**Run 1: M2 wires**

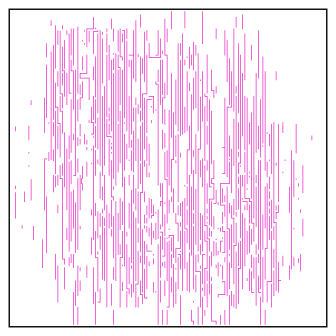
**Run 1: the metal 4 layer**

Bar = 20 um. Cells faint in the background.
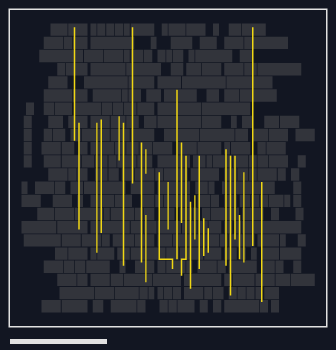
**Run 1: routing congestion map**

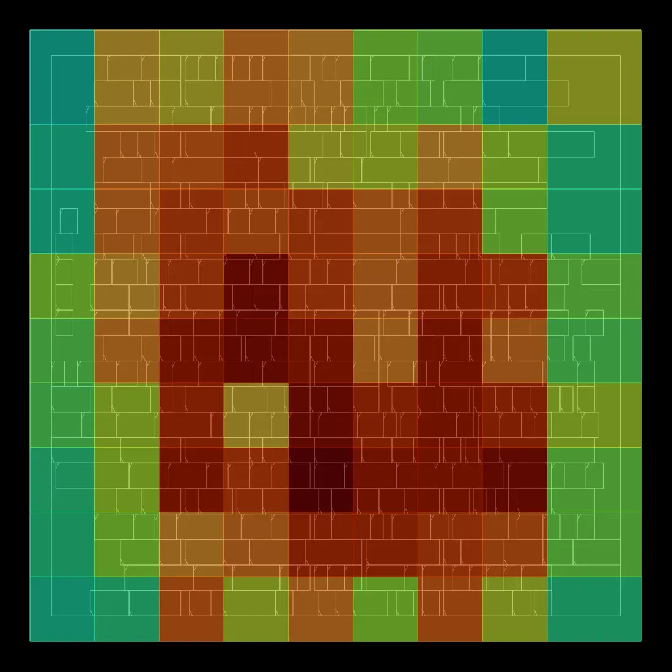
==> config.mk <==
export PLATFORM = sky130hd
export DESIGN_NAME = control_unit
export DESIGN_NICKNAME = d
export VERILOG_FILES = /design/src/rtl/control_unit.sv
export SDC_FILE = /design/constraint.sdc
export NUM_CORES = 1
export LEC_CHECK = 0
export CAP_MARGIN = 20
export CORE_MARGIN = 2
export CORE_UTILIZATION = 36
export DETAILED_ROUTE_END_ITERATION = 8
export GPL_ROUTABILITY_DRIVEN = 0
export GPL_TIMING_DRIVEN = 0
export PLACE_DENSITY = 0.84
export SETUP_SLACK_MARGIN = 0.5
export SLEW_MARGIN = 20
export SYNTH_ARGS = -nofsm -noshare
export SYNTH_HDL_FRONTEND = slang
export SYNTH_SLANG_ARGS = --single-unit
==> constraint.sdc <==
create_clock -name clk -period 1.9 [get_ports clk]
set_input_delay 0.38 -clock clk [delete_from_list [all_inputs] [get_ports clk]]
set_output_delay 0.38 -clock clk [all_outputs]
set_load 0.01 [all_outputs]
==> reports/qor.csv, run 1 <==
metric;value;unit
Comb power;2.76;mW
status;complete, but fails checks;
Flop area;201;um^2
area leader, netlist;dfrtp_1;
slowest stage delay, CP;0.41;ns
initial antenna violation count;0;
biggest area cells;dfrtp_1, nor2_1, a21oi_1;
Seq/Total Area, Yosys;14.8;%
CP max stage cell;dfrtp_1;
Setup-failing EPs final;41;
Clock power frac;7.2;%
failing checks;negative setup slack;
FMAX;410;MHz
share of layout cells above drive strength 1;61.3;%
Slew Limit Headroom;61.2;%
setup_tns;-13.79;ns
clk pwr;0.236;mW
Final Instance Count excl. Fillers;350;
crit end category;output pin;
ANT nets after route;0;
Critical Path RT;1.52;ns
# Cells Yosys;195;
CP max FO;5;
Setup WS pre-CTS;-1.02;ns
Hold Fails Final Rpt;0;
critical-path cell list;buf_6, nand2b_4, or3_1, clkbuf_8, nor2_4, a32oi_4, o21ai_2, buf_2;
Main power group;combinational logic;
Registers, synthesis;8;
DP Wirelength;3310;um
Rows;22;
slack of the critical path;-0.539;ns
post-synthesis cell area;1350;um^2
Comb power frac;84.3;%
Clock Skew;0.00452;ns
asr flop ratio synth;100;%
CTS root buf;clkbuf_8;
Mapped Cells;195;
final instance area;2870;um^2
Notes on 'M2 wires' above:
main direction: vertical
wire length on this layer: 3430 um
nets with wire on the layer: 290
GR Util met2: 48.3%
via count: 2257
DRT Wirelength: 7830 um

Notes on 'the metal 4 layer' above:
share of all routed wire: 7.0%
main direction: vertical
nets with wire on the layer: 26
wire length on this layer: 544 um
longest straight run: 44.9 um

Notes on 'routing congestion map' above:
final core occ: 78.9%
M3 GR Usage: 5.48%
met1 usage: 39.1%

==> run 1: kinds of logic after synthesis <==
family                     count (synthesis)  synth area share (%)
AOI/OAI and AO/OA                         52                  25.4
xor gates and xnor gates                   2                  1.30
adders and majority gates                  2                  1.85
buffers and inverters                     31                  12.0
DFF                                        8                  14.8
muxes                                      5                  4.07
and+or+nand+nor                           95                  40.6
==> run 1: layer usage <==
layer  GRT usage, %  up-vias  share of wire, %
met5              0        -                 0
met4           11.7        0               6.9
met1           39.1     1046                36
met2           48.3      220                44
met3           5.48       56                13
li1               -      935                 -
==> run 1: cell usage in the layout, fill, tap and decap left out, types with 3 or more instances in the layout <==
cell type,synthesis,layout
buf_6,3,39
a21oi_1,13,11
clkbuf_8,0,8
nand4_1,3,3
o22ai_1,6,4
nor2_1,24,11
nand2_1,14,11
nor2_4,0,8
inv_1,10,7
nand2b_1,9,6
nor3_4,0,7
nor4_4,0,4
nor3_1,13,5
clkdlybuf4s50_1,0,3
buf_8,0,3
buf_12,0,4
nor2_2,1,6
buf_4,5,38
o21ai_1,3,6
mux2i_1,4,4
dfrtp_1,8,7
buf_2,4,28
nand3_1,6,3
o21ai_0,8,3
nand2b_4,0,3
==> run 1: cell type report <==
class,instances,share of cell area [%]
Inverter,10,1.57
Timing Repair Buffer,104,30.4
Sequential cell,8,7.02
Clock buffer,3,1.44
Multi-Input combinational cell,156,48.0
Buffer,21,9.47
Tap cell,48,2.09
==> run 1: worst reg2reg max path: stages (launching register included) <==
cell     delay, ns
dfrtp_1       0.41
buf_6         0.14
buf_4         0.14
buf_6         0.12
buf_6         0.13
buf_12        0.12
nor2_4        0.12
nand4_1       0.15
buf_4         0.18
buf_6         0.11
buf_6         0.10
buf_6         0.10
a211o_1       0.31
nor2_1        0.14
==> inputs of run 2 (changes only) <==
Settings changed: ABC_AREA from default to 0, CTS_CLUSTER_DIAMETER from default to 30.
**Run 2: routing congestion map**

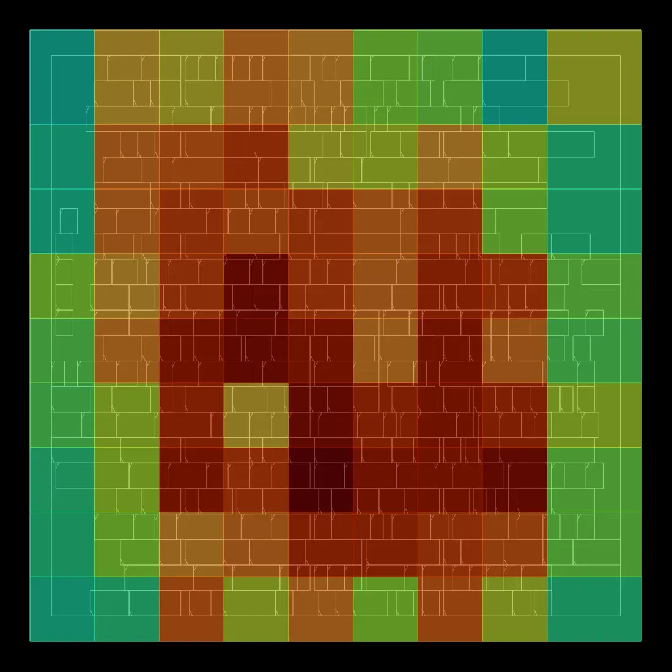
total track usage: 29.8%
busiest layer in global routing: met2

==> run 2 against run 1 <==
  * The flow still finishes with violations (negative setup slack)
  * Die area is the same
  * Core utilization did not move
  * Largest power group unchanged
  * Total power did not move
  * Count of clock-buffer cells in the layout is the same
  * Combinational power is essentially flat
  * Via count did not move
  * Non-clock buffer count unchanged
  * Cell count unchanged
  * Sequential power about the same
==> reports/qor.csv, run 2 <==
metric;value;unit;change
simple share;40.6;%;unchanged
biggest area cells;dfrtp_1, nor2_1, a21oi_1;;
Syn-to-layout area delta;112;%;
Seq/Total Area, Yosys;14.8;%;unchanged
Final Instance Count excl. Fillers;350;;unchanged
Registers, synthesis;8;;unchanged
first-pass GRT wire length;9810;um;
pin count of the biggest net entering global routing;11;;
comb area leader;simple AND/OR/NAND/NOR gates;;
pwr dens;1140;nW/um^2;
most numerous logic cell after layout;buf_6;;
Mapped Cells;195;;unchanged
slack of the critical path;-0.539;ns;unchanged
commonest non-fill, non-tap cells in the layout;buf_6, buf_4, buf_2;;
MUX share of area;4.07;%;unchanged
CP max FO;5;;unchanged
DRT Wirelength;7830;um;unchanged
Clock Skew;0.00452;ns;unchanged
area leader, netlist;dfrtp_1;;
clk slew on worst S/H paths;0.05;ns;
Setup WS pre-CTS;-1.02;ns;unchanged
share of layout cells above drive strength 1;61.3;%;unchanged
Slew Limit Headroom;61.2;%;unchanged
Rows;22;;unchanged
post-synthesis cell area;1350;um^2;unchanged
via count;2257;;unchanged
Adder Area Share;1.85;%;unchanged
crit end category;output pin;;
failing checks;negative setup slack;;
slowest stage delay, CP;0.41;ns;about the same
asr flop ratio synth;100;%;unchanged
Complex Gates by Area;25.4;%;unchanged
xor+xnor area frac;1.30;%;unchanged
ANT nets after route;0;;unchanged
Critical Path RT;1.52;ns;about the same
Setup-failing EPs final;41;;unchanged
FMAX;410;MHz;unchanged
CP max stage cell;dfrtp_1;;
critical-path cell list;buf_6, nand2b_4, or3_1, clkbuf_8, nor2_4, a32oi_4, o21ai_2, buf_2;;
status;complete, but fails checks;;
HP Class;primary input to asynchronous set/reset pin;;
Hold Fails Final Rpt;0;;unchanged
# Cells Yosys;195;;unchanged
CTS root buf;clkbuf_8;;
**Run 2: metal 1**

Cells faint in the background.
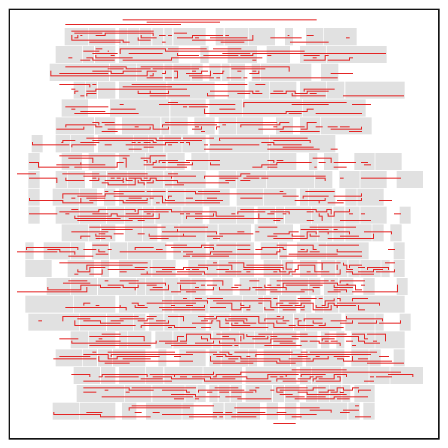
longest straight run: 29.4 um
share of all routed wire: 36%
wire length on this layer: 2860 um
main direction: horizontal

==> run 2: cell counts in the layout (fill, tap and decap cells not counted) <==
Identical to the previous run, type by type.
==> run 2: layer usage <==
metal / global-route usage [%] / share of wire [%]
met2: 48.3 / 44
met4: 11.7 / 6.9
met3: 5.48 / 13
met5: 0 / 0
met1: 39.1 / 36
==> run 2: area by class of cell <==
cell class                      count  area share, %
Multi-Input combinational cell    156           48.0
Timing Repair Buffer              104           30.4
Buffer                             21           9.47
Sequential cell                     8           7.02
Tap cell                           48           2.09
Inverter                           10           1.57
Clock buffer                        3           1.44
==> run 2: logic make-up after synthesis <==
family	count (synthesis)
compound gates	52
xor+xnor	2
fa+ha+maj	2
buf+inv	31
flops	8
mux	5
simple gates	95
==> run 2: what timing repair did <==
item                                    in CTS  in global routing
gates resized                              198                 38
buffers inserted                            40                 25
pin swaps                                   25                 23
endpoints found under the setup margin      42                 42
==> run 2: metrics by stage <==
stage | TNS (ns) | total power, mW | area (um^2) | utilization [%] | hold WS, ns
6_report | -13.79 | 3.28 | 2870 | 78.9 | 0.375
5_1_grt | -15.78 | 3.36 | 2870 | 78.9 | 0.414
4_1_cts | -6.65 | 2.40 | 2510 | 69.2 | 0.401
3_5_place_dp | -27.01 | 1.65 | 2060 | 56.7 | 0.468
3_3_place_gp | -26.21 | 1.65 | 2060 | 56.7 | 0.446
2_1_floorplan | -0.346 | 1.22 | 1610 | - | 0.196
==> run 2: power breakdown <==
part / switching, mW / total (mW) / internal (mW) / leakage, nW
Combinational: 1.33 / 2.76 / 1.43 / 1.16
Sequential: 0.0543 / 0.279 / 0.225 / 0.102
Clock: 0.0965 / 0.236 / 0.139 / 0.0216
Total: 1.48 / 3.28 / 1.80 / 1.29
Power figures rest on the tool's default switching activity, not on a simulated workload.
